--- config.mk ---
export PLATFORM = sky130hd
export DESIGN_NAME = ov7670_fifo_reader
export DESIGN_NICKNAME = d
export VERILOG_FILES = /design/src/rtl/ov7670_fifo_reader.sv
export SDC_FILE = /design/constraint.sdc
export NUM_CORES = 1
export LEC_CHECK = 0
export CAP_MARGIN = 0
export CORE_AREA = 2 2 93 95
export DETAILED_ROUTE_END_ITERATION = 8
export DIE_AREA = 0 0 95 97
export GPL_TIMING_DRIVEN = 0
export PLACE_DENSITY = 0.62
export SETUP_SLACK_MARGIN = 0.1
export SYNTH_ARGS = -nofsm -noshare
export SYNTH_HDL_FRONTEND = slang
export SYNTH_SLANG_ARGS = --single-unit
--- constraint.sdc ---
create_clock -name MAX10_CLK1_50 -period 2.7 [get_ports MAX10_CLK1_50]
set_input_delay 0.54 -clock MAX10_CLK1_50 [delete_from_list [all_inputs] [get_ports MAX10_CLK1_50]]
set_output_delay 0.54 -clock MAX10_CLK1_50 [all_outputs]
set_load 0.02 [all_outputs]
--- src/rtl/ov7670_fifo_reader.sv ---
// OV7670 + AL422 FIFO frame grabber: arms on VSYNC, lets the camera write one
// frame into the FIFO, resets the read pointer, then streams the frame out a
// byte at a time over a valid/ready interface with a generated read clock.
module ov7670_fifo_reader #(
  parameter int FRAME_BYTES = 614400,
  parameter int RCLK_HALF   = 4,
  parameter int WRST_CYCLES = 100,
  parameter int RRST_PULSES = 2
) (
  input  logic       MAX10_CLK1_50,
  input  logic       reset,
  input  logic       start,
  input  logic       cam_vsync,
  input  logic [7:0] cam_data,
  output logic       cam_wrst_n,
  output logic       cam_we,
  output logic       cam_rrst_n,
  output logic       cam_rclk,
  output logic       cam_oe_n,
  output logic [7:0] out_data,
  output logic       out_valid,
  input  logic       out_ready,
  output logic       busy,
  output logic       frame_done
);

  localparam int BYTE_W  = $clog2(FRAME_BYTES + 1);
  localparam int CNT_MAX = (WRST_CYCLES > RCLK_HALF) ? WRST_CYCLES : RCLK_HALF;
  localparam int CNT_W   = $clog2(CNT_MAX + 1);
  localparam int PULSE_W = $clog2(RRST_PULSES + 1);

  localparam logic [CNT_W-1:0]   WRST_LAST  = CNT_W'(WRST_CYCLES - 1);
  localparam logic [CNT_W-1:0]   HALF_LAST  = CNT_W'(RCLK_HALF - 1);
  localparam logic [PULSE_W-1:0] PULSE_LAST = PULSE_W'(RRST_PULSES - 1);
  localparam logic [BYTE_W-1:0]  BYTE_LAST  = BYTE_W'(FRAME_BYTES - 1);
  localparam logic [BYTE_W-1:0]  BYTE_TOTAL = BYTE_W'(FRAME_BYTES);

  typedef enum logic [2:0] {
    S_IDLE, S_ARM, S_WRST, S_WRITE, S_RRST, S_READ, S_DONE
  } state_t;

  state_t             state_q, state_d;
  logic               vs_meta_q, vs_meta_d;
  logic               vs_sync_q, vs_sync_d;
  logic               vs_prev_q, vs_prev_d;
  logic [CNT_W-1:0]   cnt_q, cnt_d;
  logic [PULSE_W-1:0] pulse_q, pulse_d;
  logic               rclk_q, rclk_d;
  logic               pending_q, pending_d;
  logic [BYTE_W-1:0]  rd_cnt_q, rd_cnt_d;
  logic [BYTE_W-1:0]  byte_cnt_q, byte_cnt_d;
  logic [7:0]         out_data_q, out_data_d;
  logic               out_valid_q, out_valid_d;

  logic vs_rise;
  logic transfer;
  logic load_ok;

  assign vs_rise  = vs_sync_q & ~vs_prev_q;
  assign transfer = out_valid_q & out_ready;

  // Next-state, synchronizer chain and read-clock / output-register sequencing
  always_comb begin
    state_d     = state_q;
    vs_meta_d   = cam_vsync;
    vs_sync_d   = vs_meta_q;
    vs_prev_d   = vs_sync_q;
    cnt_d       = cnt_q;
    pulse_d     = pulse_q;
    rclk_d      = rclk_q;
    pending_d   = pending_q;
    rd_cnt_d    = rd_cnt_q;
    byte_cnt_d  = byte_cnt_q;
    out_data_d  = out_data_q;
    out_valid_d = out_valid_q;
    load_ok     = 1'b0;

    case (state_q)
      S_IDLE: begin
        if (start) begin
          state_d     = S_ARM;
          cnt_d       = '0;
          pulse_d     = '0;
          rclk_d      = 1'b0;
          pending_d   = 1'b0;
          rd_cnt_d    = '0;
          byte_cnt_d  = '0;
          out_valid_d = 1'b0;
        end
      end

      S_ARM: begin
        if (vs_rise) begin
          state_d = S_WRST;
          cnt_d   = '0;
        end
      end

      S_WRST: begin
        // vs_rise is deliberately not looked at here
        if (cnt_q == WRST_LAST) begin
          state_d = S_WRITE;
          cnt_d   = '0;
        end else begin
          cnt_d = cnt_q + 1'b1;
        end
      end

      S_WRITE: begin
        if (vs_rise) begin
          state_d = S_RRST;
          cnt_d   = '0;
          pulse_d = '0;
          rclk_d  = 1'b0;
        end
      end

      S_RRST: begin
        // Low half first, then high; leave on the last falling edge
        if (cnt_q == HALF_LAST) begin
          cnt_d  = '0;
          rclk_d = ~rclk_q;
          if (rclk_q) begin
            if (pulse_q == PULSE_LAST) begin
              state_d = S_READ;
              pulse_d = '0;
            end else begin
              pulse_d = pulse_q + 1'b1;
            end
          end
        end else begin
          cnt_d = cnt_q + 1'b1;
        end
      end

      S_READ: begin
        if (transfer) begin
          out_valid_d = 1'b0;
          byte_cnt_d  = byte_cnt_q + 1'b1;
          if (byte_cnt_q == BYTE_LAST) begin
            state_d = S_DONE;
          end
        end
        if (rclk_q) begin
          if (cnt_q == HALF_LAST) begin
            rclk_d = 1'b0;
            cnt_d  = '0;
          end else begin
            cnt_d = cnt_q + 1'b1;
          end
        end else if (cnt_q != HALF_LAST) begin
          cnt_d = cnt_q + 1'b1;
        end else begin
          // End of the low phase: FIFO data is settled. Capture only when the
          // output register is free (empty, or emptied this clock); otherwise
          // hold rclk low so the FIFO keeps presenting the same byte.
          load_ok = pending_q & (~out_valid_q | out_ready);
          if (load_ok) begin
            out_data_d  = cam_data;
            out_valid_d = 1'b1;
            pending_d   = 1'b0;
          end
          if ((rd_cnt_q != BYTE_TOTAL) && (~pending_q | load_ok)) begin
            rclk_d    = 1'b1;
            cnt_d     = '0;
            rd_cnt_d  = rd_cnt_q + 1'b1;
            pending_d = 1'b1;
          end
        end
      end

      S_DONE: begin
        state_d    = S_IDLE;
        cnt_d      = '0;
        rd_cnt_d   = '0;
        byte_cnt_d = '0;
      end

      default: state_d = S_IDLE;
    endcase
  end

  // State and datapath registers, cleared asynchronously
  always_ff @(posedge MAX10_CLK1_50 or posedge reset) begin
    if (reset) begin
      state_q     <= S_IDLE;
      vs_meta_q   <= 1'b0;
      vs_sync_q   <= 1'b0;
      vs_prev_q   <= 1'b0;
      cnt_q       <= '0;
      pulse_q     <= '0;
      rclk_q      <= 1'b0;
      pending_q   <= 1'b0;
      rd_cnt_q    <= '0;
      byte_cnt_q  <= '0;
      out_data_q  <= '0;
      out_valid_q <= 1'b0;
    end else begin
      state_q     <= state_d;
      vs_meta_q   <= vs_meta_d;
      vs_sync_q   <= vs_sync_d;
      vs_prev_q   <= vs_prev_d;
      cnt_q       <= cnt_d;
      pulse_q     <= pulse_d;
      rclk_q      <= rclk_d;
      pending_q   <= pending_d;
      rd_cnt_q    <= rd_cnt_d;
      byte_cnt_q  <= byte_cnt_d;
      out_data_q  <= out_data_d;
      out_valid_q <= out_valid_d;
    end
  end

  assign cam_wrst_n = (state_q != S_WRST);
  assign cam_we     = (state_q == S_WRST) || (state_q == S_WRITE);
  assign cam_rrst_n = (state_q != S_RRST);
  assign cam_rclk   = rclk_q;
  assign cam_oe_n   = (state_q != S_READ);
  assign out_data   = out_data_q;
  assign out_valid  = out_valid_q;
  assign busy       = (state_q != S_IDLE);
  assign frame_done = (state_q == S_DONE);

endmodule

==> out/metrics.yaml, run 1 <==
status: "complete, no violations"
dpl-instance-area_mm2: 0.00402
power.net_switching_mw: 1.06
hold_violations: 0
power_density_mw_per_mm2: 689
fin_cells: 537
slew_viol_final: 0
dp_slack_ns: -0.740
tns_ns: 0
grt_pass1_vias: 2967
cts_buffers: 9
num_rows: 33
p_clk_share_pct: 31.3
maxCapViolCount: 0
regToRegSetupSlack_ns: 0.26
clock_latency_ns: 0.35
clockRootBuffer: "clkbuf_8"
syn_avg_cell_area_um2: 9.43
drtPass1Iterations: 4
wl_per_cell_um: 15.4
p_int_mw: 1.93
min_from: "vs_meta_q"
htreeDepth: 3
grt_usage_pct: 19.6
yosysUniqueCellTypes: 57
grt_max_degree: 67
drt-initial-drc-count: 223
dp_cells: 515
worstHoldPathType: "reg -> reg"
path_max_fanout: 10
num_io_pins: 29
yosys_cells: 382
overflow: 0
edf_count: 0
skew_ns: 0.00898
crit_path_end_kind: "flop"
pg_clk_mw: 0.935
crit_type: "in -> reg"
yosysWarnings: 0
critPathRequiredTime_ns: 2.94
async_flop_share_pct: 100
ant_nets: 0
ys_chip_area_mm2: 0.00360
drt_wl_total_um: 8290
fill_cells: 717
holdPathEnd: "vs_prev_d"
switching_share_pct: 35.3
worstRegToRegCells: 9
synthFlopType: "dfrtp_1"
finalSetupViolations: 0
grt_pass1_wl_um: 14300
-- run 1: per-layer routing --
metal / vias up / global-route usage, % / share of wire [%]
met5: - / 0 / 0
met4: 0 / 6.35 / 1.0
met3: 8 / 4.60 / 3.0
met2: 40 / 28.6 / 46
met1: 1500 / 28.4 / 50
li1: 1506 / - / -
-- run 1: what timing repair did --
item | 4_1_cts | 5_1_grt
buffers inserted | 3 | 3
pin swaps | 1 | 2
hold buffers | 0 | 0
setup endpoints to repair | 34 | 31
gates cloned | 0 | 0
resized | 4 | 20
hold endpoints to repair | 0 | 0
-- run 1: layout make-up --
class                      instances  area, um2  share of cell area, %
clock buffer                      11        141                   3.26
clock inverter                     5       77.6                   1.79
tap                              105        131                   3.03
inverter                          17       66.3                   1.53
sequential                        66       1650                   38.0
timing repair buffer              34        328                   7.55
multi-input combinational        282       1870                   43.0
buffer                            17       81.3                   1.87
-- run 1: how the worst max path moves through the flow --
stage | endpoint | slack, ns | from
after floorplan | rd_cnt_q[19] | 0.35 | cnt_q[0]
after global placement | rd_cnt_q[14] | -0.80 | reset
after detailed placement | byte_cnt_q[3] | -0.74 | start
after CTS | byte_cnt_q[10] | 0.07 | start
after global routing | byte_cnt_q[16] | 0.02 | start
final | byte_cnt_q[10] | 0.21 | start
-- run 1: critical path, stage by stage --
cell and delay, ns:
clkdlybuf4s50_1 0.55, or3b_2 0.51, a21o_1 0.20, clkbuf_2 0.20, a2111oi_1 0.48, xnor2_1 0.18, nor2_1 0.06
-- run 1: cell usage after synthesis (5+ instances only) --
cell type | number | share of area (%)
dfrtp_1 | 66 | 46
a21oi_1 | 31 | 4.3
nand2_1 | 30 | 3.1
nand3_1 | 29 | 4.0
nor2_1 | 25 | 2.6
o21ai_0 | 24 | 3.3
inv_1 | 17 | 1.8
or3_1 | 12 | 2.1
xnor2_1 | 12 | 2.9
clkbuf_1 | 10 | 1.0
mux2_2 | 9 | 2.8
nand2b_1 | 7 | 1.2
and4_1 | 6 | 1.5
nand4_1 | 6 | 1.0
a2111oi_0 | 5 | 1.2
and3_1 | 5 | 0.87
o41ai_1 | 5 | 1.2
or4_1 | 5 | 1.0
-- run 1: metrics by stage --
stage | power, mW | hold slack (ns) | utilization, %
2_1_floorplan | 1.72 | 0.331 | -
3_3_place_gp | 1.99 | 0.336 | 49.3
3_5_place_dp | 2.00 | 0.341 | 49.4
4_1_cts | 2.96 | 0.358 | 52.5
5_1_grt | 3.18 | 0.370 | 53.4
6_report | 2.99 | 0.355 | 53.4
-- run 1: cell families after synthesis --
family / share of synthesized area (%)
xor+xnor: 3.65
flops: 45.8
mux: 3.93
compound gates: 19.2
fa+ha+maj: 1.39
buf+inv: 3.82
simple gates: 22.2
-- run 1: registers in the layout, summed over array words and instances, names as in the netlist --
register	count
byte_cnt_q	20
rd_cnt_q	20
out_data	8
cnt_q	7
state_q	3
pulse_q	2
cam_rclk	1
out_valid	1
pending_q	1
vs_meta_q	1
vs_prev_d	1
vs_prev_q	1
Figure 1. Sequential cells grouped by signal name (run 1).
Drawn at 4 px/um. Other sequential cells in the stronger gray, the rest of the logic in the fainter gray.
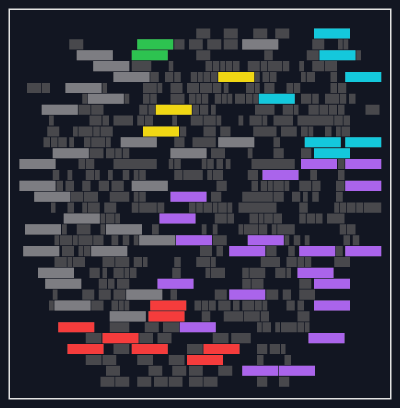
- green: pulse_q (placed flops 2)
- purple: rd_cnt_q (placed flops 20)
- cyan: cnt_q (placed flops 7; where north-east)
- yellow: state_q (placed flops 3)
- red: out_data (placed flops 8)
- not colored: 26
Util after Layout: 53.4%
Seq area share: 38.0%
Sequential cell area: 0.00165 mm2
Seq group: 1.12 mW

Figure 2. Signal wires on met2 (run 1).
Drawn at 3 px/um.
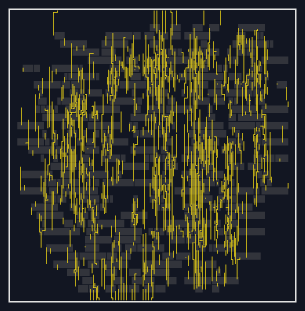
- nets with wire on the layer: 365
- wire length on this layer: 3830 um
- longest straight run: 34.3 um
- share of all routed wire: 46%

Figure 3. A small window of the routed layout (run 1).
Region (28, 48) to (68, 88) um. Cells in gray, sequential cells in the stronger gray; small squares are vias.
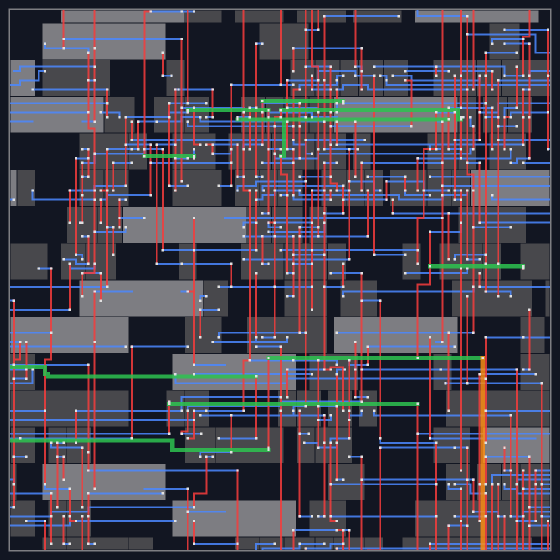
- green: M3
- orange: M4
- blue: M1
- red: M2
- netlist names of flops here include: state_q (3), byte_cnt_q (2), rd_cnt_q (2)
- cells with their middle in the window: 110
- sequential cells in the window: 12
- most frequent: dfrtp_1 (12), nand2_1 (10), o21ai_0 (10)

Figure 4. Track usage over the die (run 1).
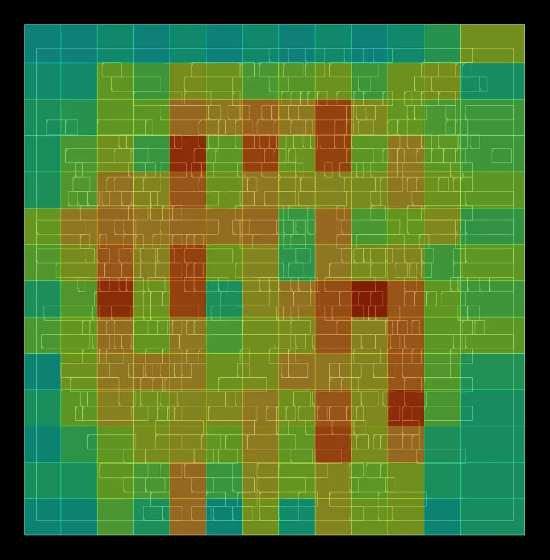

==> run 2: changes to the inputs <==
CORE_AREA = 2 2 84 86   (was 2 2 93 95)
DIE_AREA = 0 0 86 88   (was 0 0 95 97)
PLACE_DENSITY = 0.74   (was 0.62)
Figure 5. Track usage over the die (run 2).
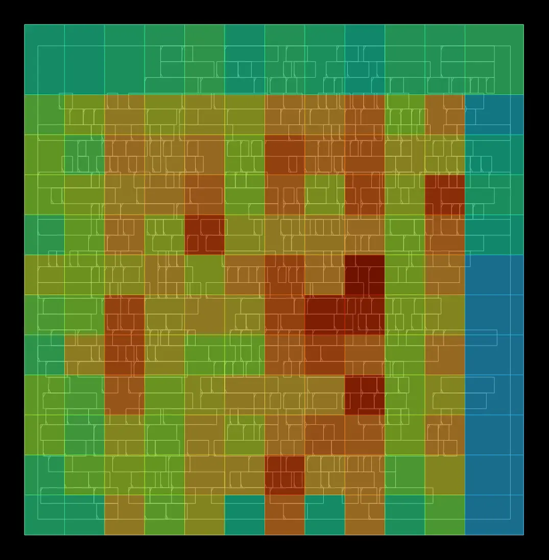
Total GRT Usage: 23.3%
met1 Use GR: 31.9%

==> out/metrics.yaml, run 2 <==
status: "complete, no violations"
antennaDiodeCount: 0
grt_pass1_vias: 2947  # -0.67%
gp_routability_congestion: 0.834
rsz0062_at_grt: "true"
holdPathEnd: "vs_prev_d"
tritoncts: "built"
warnings: 29
finalSetupViolations: 0  # unchanged
area_growth_pct: 19.1
fin_area_mm2: 0.00429
critPathRequiredTime_ns: 2.97  # +0.03 ns
crit_path_end_kind: "flop"
drt-initial-drc-count: 235  # +5.4%
crit_type: "reg -> reg"
drtPass1Iterations: 4  # unchanged
die_w_um: 86
ir_drop_uv: 376
largest_area_cell: "dfrtp_1"
worstHoldPathType: "reg -> reg"
critical_path_arrival_ns: 2.80
dp_slack_ns: -0.720  # +0.0196 ns
hold_violations: 0  # unchanged
via_count: 3116
dpl-instance-area_mm2: 0.00399  # -0.78%
grt_pass1_wl_um: 14000  # -2.4%
tightestPinTransition_ns: 0.805
yosysUniqueCellTypes: 57  # unchanged
setup_ws_ns: 0.169
common_cells: "66 x dfrtp_1, 31 x a21oi_1, 30 x nand2_1"
whs_path_depth: 0
post-route-drc-count: 0
fmax_mhz: 395
power_density_mw_per_mm2: 667  # -3.1%
slowest_stage: "dfrtp_1"
min_from: "vs_meta_q"
htreeDepth: 3  # unchanged
port_buffers: 28
top_cells_by_area: "dfrtp_1 46%, a21oi_1 4.3%, nand3_1 4.0%, o21ai_0 3.3%, nand2_1 3.1%"
yosysWarnings: 0  # unchanged
yosys_cells: 382  # unchanged
path_max_fanout: 10  # unchanged
top_cell: "dfrtp_1"
clock_latency_ns: 0.35  # about the same
cts_buffers: 9  # unchanged
crit_family: "simple AND/OR/NAND/NOR gates"
power_leakage_nw: 1.76
clockRootBuffer: "clkbuf_8"
grt_max_degree: 67  # unchanged
synthesis.nets: 399
max_stage_delay_ns: 0.44  # -0.11 ns
ant_nets: 0  # unchanged
mostFrequentLayoutCells: "66 x dfrtp_1, 30 x nand2_1, 30 x a21oi_1"
num_io_pins: 29  # unchanged
drt_wl_total_um: 8460  # +2.1%
ys_chip_area_mm2: 0.00360  # unchanged
slew_viol_final: 0  # unchanged
r2r_end: "rd_cnt_q[19]"
maxCapViolCount: 0  # unchanged
reg2reg_from: "cnt_q[0]"
edf_count: 0  # unchanged
drive_above_1_share_pct: 12.0
ctsHoldBuffers: 0  # unchanged
num_rows: 30  # -9.1%
finalWorstPathRequiredPeriod_ns: 2.53
skew_ns: 0.00865  # -0.000324 ns
syn_avg_cell_area_um2: 9.43  # unchanged
ys_seq_share_pct: 45.8
dieArea_mm2: 0.00757
synth_flops: 66
overflow: 0  # unchanged
synthCells: 382
whs_ns: 0.350  # -0.00505 ns
synthFlopType: "dfrtp_1"
worstRegToRegCells: 9  # unchanged
worstSetupStartpointType: "flop"
dp_hpwl_um: 5530
dieHeight_um: 88
regToRegSetupSlack_ns: 0.17  # -0.09 ns
cp_cell_sequence: "ha_4, or4b_1, buf_2, nor3_4, buf_4, o211ai_4, buf_6, a2111o_1, a21oi_1"
wl_per_cell_um: 16.5  # +6.8%
synth_top_area_share_pct: 45.8  # unchanged
syn_area_mm2: 0.00360
cts.sinks: 66
async_flop_share_pct: 100  # unchanged
path_buffers: 3  # +1
-- run 2: timing repair --
action / in CTS / in global routing
pin swaps: 1 / 2
endpoints found under the setup margin: 35 / 38
setup buffers: 2 / 5
gates resized: 4 / 21
-- run 2: cell type report --
type                       instances  area, um2
fill                             557       2350
inverter                          17       66.3
multi-input combinational        282       1860
clock buffer                      10        128
timing repair buffer              35        335
sequential                        66       1650
clock inverter                     6       67.6
tap                               80        100
buffer                            17       83.8
-- run 2: power breakdown --
| group | switching [mW] | total, mW | internal [mW] |
|---|---|---|---|
| registers | 0.0723 | 1.13 | 1.05 |
| clock network | 0.397 | 0.824 | 0.428 |
| logic | 0.579 | 0.912 | 0.332 |
-- run 2: routing by layer --
layer / routed length [um] / track usage, % / vias up
li1: - / - / 1519
met1: 3870 / 31.9 / 1512
met2: 4140 / 36.7 / 73
met3: 357 / 5.09 / 12
met4: 98 / 8.37 / 0
met5: 0 / 0 / -
-- run 2: through the flow --
stage | instances | setup TNS [ns] | total power [mW] | util (%)
floorplan | 382 | 0 | 1.72 | -
global placement | 490 | -60.58 | 1.98 | 59.9
detailed placement | 490 | -13.22 | 1.99 | 60.0
CTS | 508 | 0 | 2.83 | 63.4
global route | 513 | 0 | 3.03 | 64.6
finish | 513 | 0 | 2.86 | 64.6
-- run 2: logic make-up after synthesis --
kind of cell,synth area share [%]
fa+ha+maj,1.39
compound gates,19.2
flops,45.8
mux,3.93
buf+inv,3.82
xor+xnor,3.65
simple gates,22.2
-- run 2: worst max-delay path by stage --
stage	from	endpoint	slack, ns	cells after the start
after global routing	cnt_q[0]	rd_cnt_q[15]	0.04	9
after floorplan	cnt_q[0]	rd_cnt_q[19]	0.35	8
after global placement	start	byte_cnt_q[5]	-0.73	6
after CTS	state_q[1]	frame_done	0.07	4
after detailed placement	start	byte_cnt_q[6]	-0.72	6
final	cnt_q[0]	rd_cnt_q[19]	0.17	9
-- run 2: worst register-to-register path: cells and delay by family, from the launching register on --
family,cells,cell delay (ns)
fa+ha+maj,1,0.18
buf+inv,3,0.55
flops,1,0.44
simple gates,2,0.66
compound gates,3,0.64
Figure 6. A small window of the routed layout (run 2).
Region (23, 42) to (63, 82) um. Cells in gray, sequential cells in the stronger gray; small squares are vias.
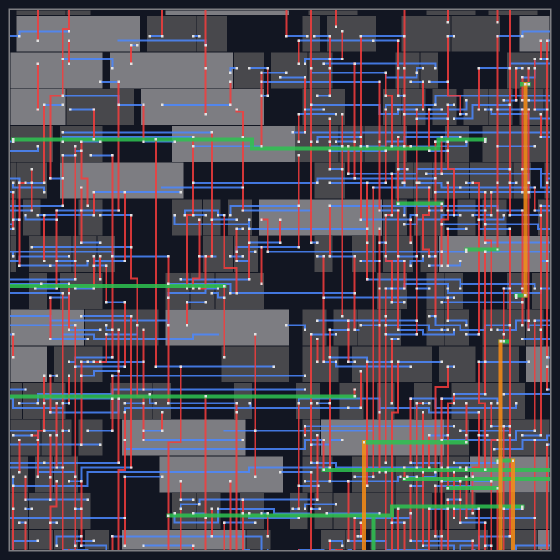

==> run 3: changes to the inputs <==
HOLD_SLACK_MARGIN = 0.12   (was default)
MAX_ROUTING_LAYER = met4   (was default)
Figure 7. A small window of the routed layout (run 3).
Region (23, 42) to (63, 82) um. Cells in gray, sequential cells in the stronger gray; small squares are vias.
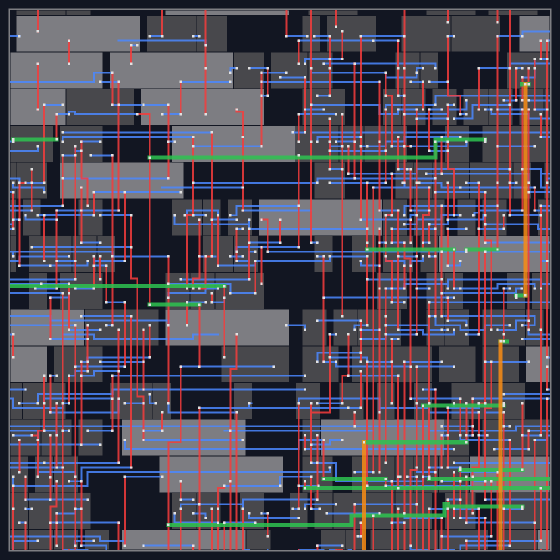
- green: M3
- orange: M4
- blue: M1
- red: M2
- netlist names of flops here include: byte_cnt_q (4), state_q (3), rd_cnt_q (2)
- cells with their middle in the window: 137
- most frequent: dfrtp_1 (15), nand2_1 (13), o21ai_0 (13)
- sequential cells in the window: 15

==> out/metrics.yaml, run 3 <==
power_mw: 2.87  # +0.26%
rsz0062_at_grt: "true"
power.net_switching_mw: 1.06  # +0.72%
wl_per_cell_um: 16.5  # +0.14%
skew_ns: 0.00973  # +0.00108 ns
cp_cell_sequence: "ha_4, or4b_1, buf_2, nor3_4, buf_4, o211ai_4, buf_6, a2111o_1, a21oi_1"
path_max_fanout: 10  # unchanged
critPathRequiredTime_ns: 2.97  # about the same
p_int_mw: 1.81  # about the same
edf_count: 0  # unchanged
ys_seq_share_pct: 45.8  # unchanged
clock_latency_ns: 0.35  # about the same
via_count: 3129  # +0.42%
dpl-instance-area_mm2: 0.00399  # unchanged
crit_type: "reg -> reg"
top_cell: "dfrtp_1"
port_buffers: 28  # unchanged
dieArea_mm2: 0.00757  # unchanged
startpoint: "cnt_q[0]"
common_cells: "66 x dfrtp_1, 31 x a21oi_1, 30 x nand2_1"
gp_routability_congestion: 0.847  # +1.5%
synth_top_area_share_pct: 45.8  # unchanged
finalSetupViolations: 0  # unchanged
min_from: "vs_meta_q"
yosys_cells: 382  # unchanged
worstSetupStartpointType: "flop"
synthFlopType: "dfrtp_1"
ys_chip_area_mm2: 0.00360  # unchanged
power_leakage_nw: 1.76  # unchanged
ir_drop_uv: 377  # +0.34%
num_rows: 30  # unchanged
reg2reg_from: "cnt_q[0]"
cts.sinks: 66  # unchanged
cts_buffers: 9  # unchanged
power_density_mw_per_mm2: 669  # +0.26%
grt_pass1_wl_um: 14000  # about the same
area_growth_pct: 19.1  # unchanged
max_stage_delay_ns: 0.44  # about the same
yosysUniqueCellTypes: 57  # unchanged
ctsHoldBuffers: 0  # unchanged
slew_viol_final: 0  # unchanged
synth_flops: 66  # unchanged
fp_util_pct: 54.2
syn_area_mm2: 0.00360  # unchanged
synthCells: 382  # unchanged
finalWorstPathRequiredPeriod_ns: 2.53  # -0.000239 ns
p_comb_share_pct: 31.9  # about the same
critical_path_arrival_ns: 2.80  # about the same
dieHeight_um: 88  # unchanged
maxCapViolCount: 0  # unchanged
tritoncts: "built"
antennaDiodeCount: 0  # unchanged
overflow: 0  # unchanged
crit_path_end_kind: "flop"
async_flop_share_pct: 100  # unchanged
slowest_stage: "dfrtp_1"
warnings: 29  # unchanged
grt_pass1_vias: 2948  # +0.034%
htreeDepth: 3  # unchanged
status: "complete, no violations"
switching_share_pct: 36.8  # +0.17 points
drtPass1Iterations: 5  # +1
dp_hpwl_um: 5530  # unchanged
largest_area_cell: "dfrtp_1"
power_frac_seq_pct: 39.2  # about the same
whs_path_depth: 0  # unchanged
yosysWarnings: 0  # unchanged
synthesis.nets: 399  # unchanged
worstHoldPathType: "reg -> reg"
tns_ns: 0  # unchanged
drt-initial-drc-count: 241  # +2.6%
mostFrequentLayoutCells: "66 x dfrtp_1, 30 x nand2_1, 30 x a21oi_1"
die_w_um: 86  # unchanged
drt_wl_total_um: 8470  # +0.14%
num_io_pins: 29  # unchanged
clockRootBuffer: "clkbuf_8"
top_cells_by_area: "dfrtp_1 46%, a21oi_1 4.3%, nand3_1 4.0%, o21ai_0 3.3%, nand2_1 3.1%"
tightestPinTransition_ns: 0.805  # -0.000380 ns
fmax_mhz: 395  # about the same
-- run 3: layout make-up --
type                            instances  area (um2)
Clock buffer                           10         128
Inverter                               17        66.3
Sequential cell                        66        1650
Multi-Input combinational cell        282        1860
Clock inverter                          6        67.6
Buffer                                 17        83.8
Timing Repair Buffer                   35         335
Fill cell                             557        2350
Tap cell                               80         100
-- run 3: metrics by stage --
| stage | cells | hold WS, ns | worst slack, ns |
|---|---|---|---|
| finish | 513 | 0.350 | 0.170 |
| global route | 513 | 0.357 | 0.0458 |
| CTS | 508 | 0.353 | 0.0702 |
| detailed placement | 490 | 0.337 | -0.720 |
| global placement | 490 | 0.337 | -0.728 |
| floorplan | 382 | 0.331 | 0.347 |
-- run 3: kinds of logic (layout without fill, tap and decap cells) --
group,after synthesis,in the layout,synth area share (%)
AND/OR/NAND/NOR,147,147,22.2
AND-OR/OR-AND,103,103,19.2
flip-flops,66,66,45.8
buffers and inverters,34,85,3.82
XOR/XNOR,15,15,3.65
multiplexers,13,13,3.93
adder cells (fa/ha/maj),4,4,1.39
-- run 3: power by group through the flow --
| stage | registers (mW) | logic, mW | clock network [mW] |
|---|---|---|---|
| floorplan | 1.12 | 0.602 | 0 |
| global placement | 1.13 | 0.849 | 0 |
| detailed placement | 1.14 | 0.858 | 0 |
| CTS | 1.12 | 0.877 | 0.842 |
| global route | 1.14 | 1.01 | 0.884 |
| finish | 1.13 | 0.916 | 0.827 |
-- run 3: critical path, delay by kind of cell, from the launching register on --
kind | cells | cell delay (ns)
fa+ha+maj | 1 | 0.18
buf+inv | 3 | 0.54
simple gates | 2 | 0.66
compound gates | 3 | 0.64
flops | 1 | 0.44
-- run 3: final timing paths --
| path | endpoint | slack, ns |
|---|---|---|
| setup / recovery | rd_cnt_q[19] | 0.17 |
| hold / removal | vs_prev_d | 0.35 |
| setup reg to reg | rd_cnt_q[19] | 0.17 |
| hold reg to reg | vs_prev_d | 0.35 |
| max in group asynchronous | cnt_q[6] | 1.46 |
| min in group asynchronous | state_q[1] | 0.70 |
-- run 3: routing by layer --
metal  global-route usage [%]  wire length, um  share of wire (%)
met5                        -                0                  0
met4                     8.37               85                1.0
met3                     5.09              359                4.2
met2                     36.7             4140                 49
met1                     31.9             3890                 46
-- run 3: what timing repair did --
item,in CTS,in global routing
pin swaps,1,2
resized,4,21
endpoints found under the setup margin,35,38
setup buffers,2,5

==> layout pictures side by side <==
Selected gate families.
shot_01.png
Drawn at 6 px/um.
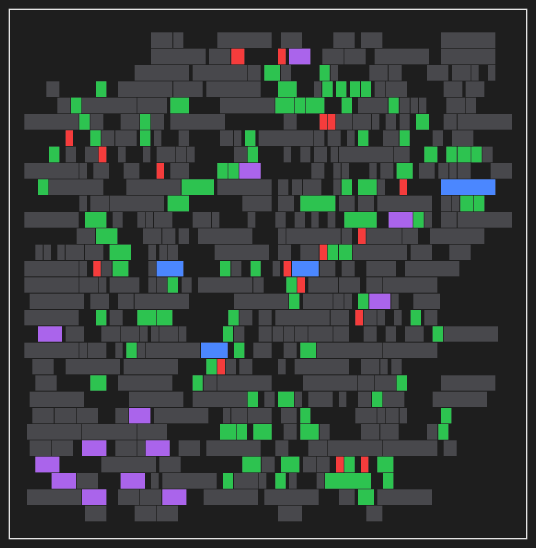
shot_02.png
Drawn at 4 px/um.
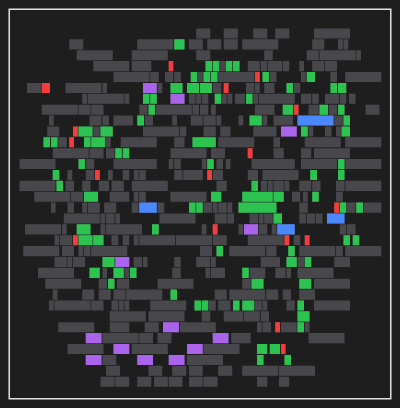
shot_02.png is run 1.
shot_01.png is run 2.
The one with the largest die is shot_02.png.

Key to shot_01.png:
- red: inv cells (cells 17)
- blue: fa/ha/maj cells (cells 4)
- purple: mux cells (cells 13)
- green: aoi and oai cells (cells 87; where all over the die)

Power is estimated from default activity; no workload was simulated.
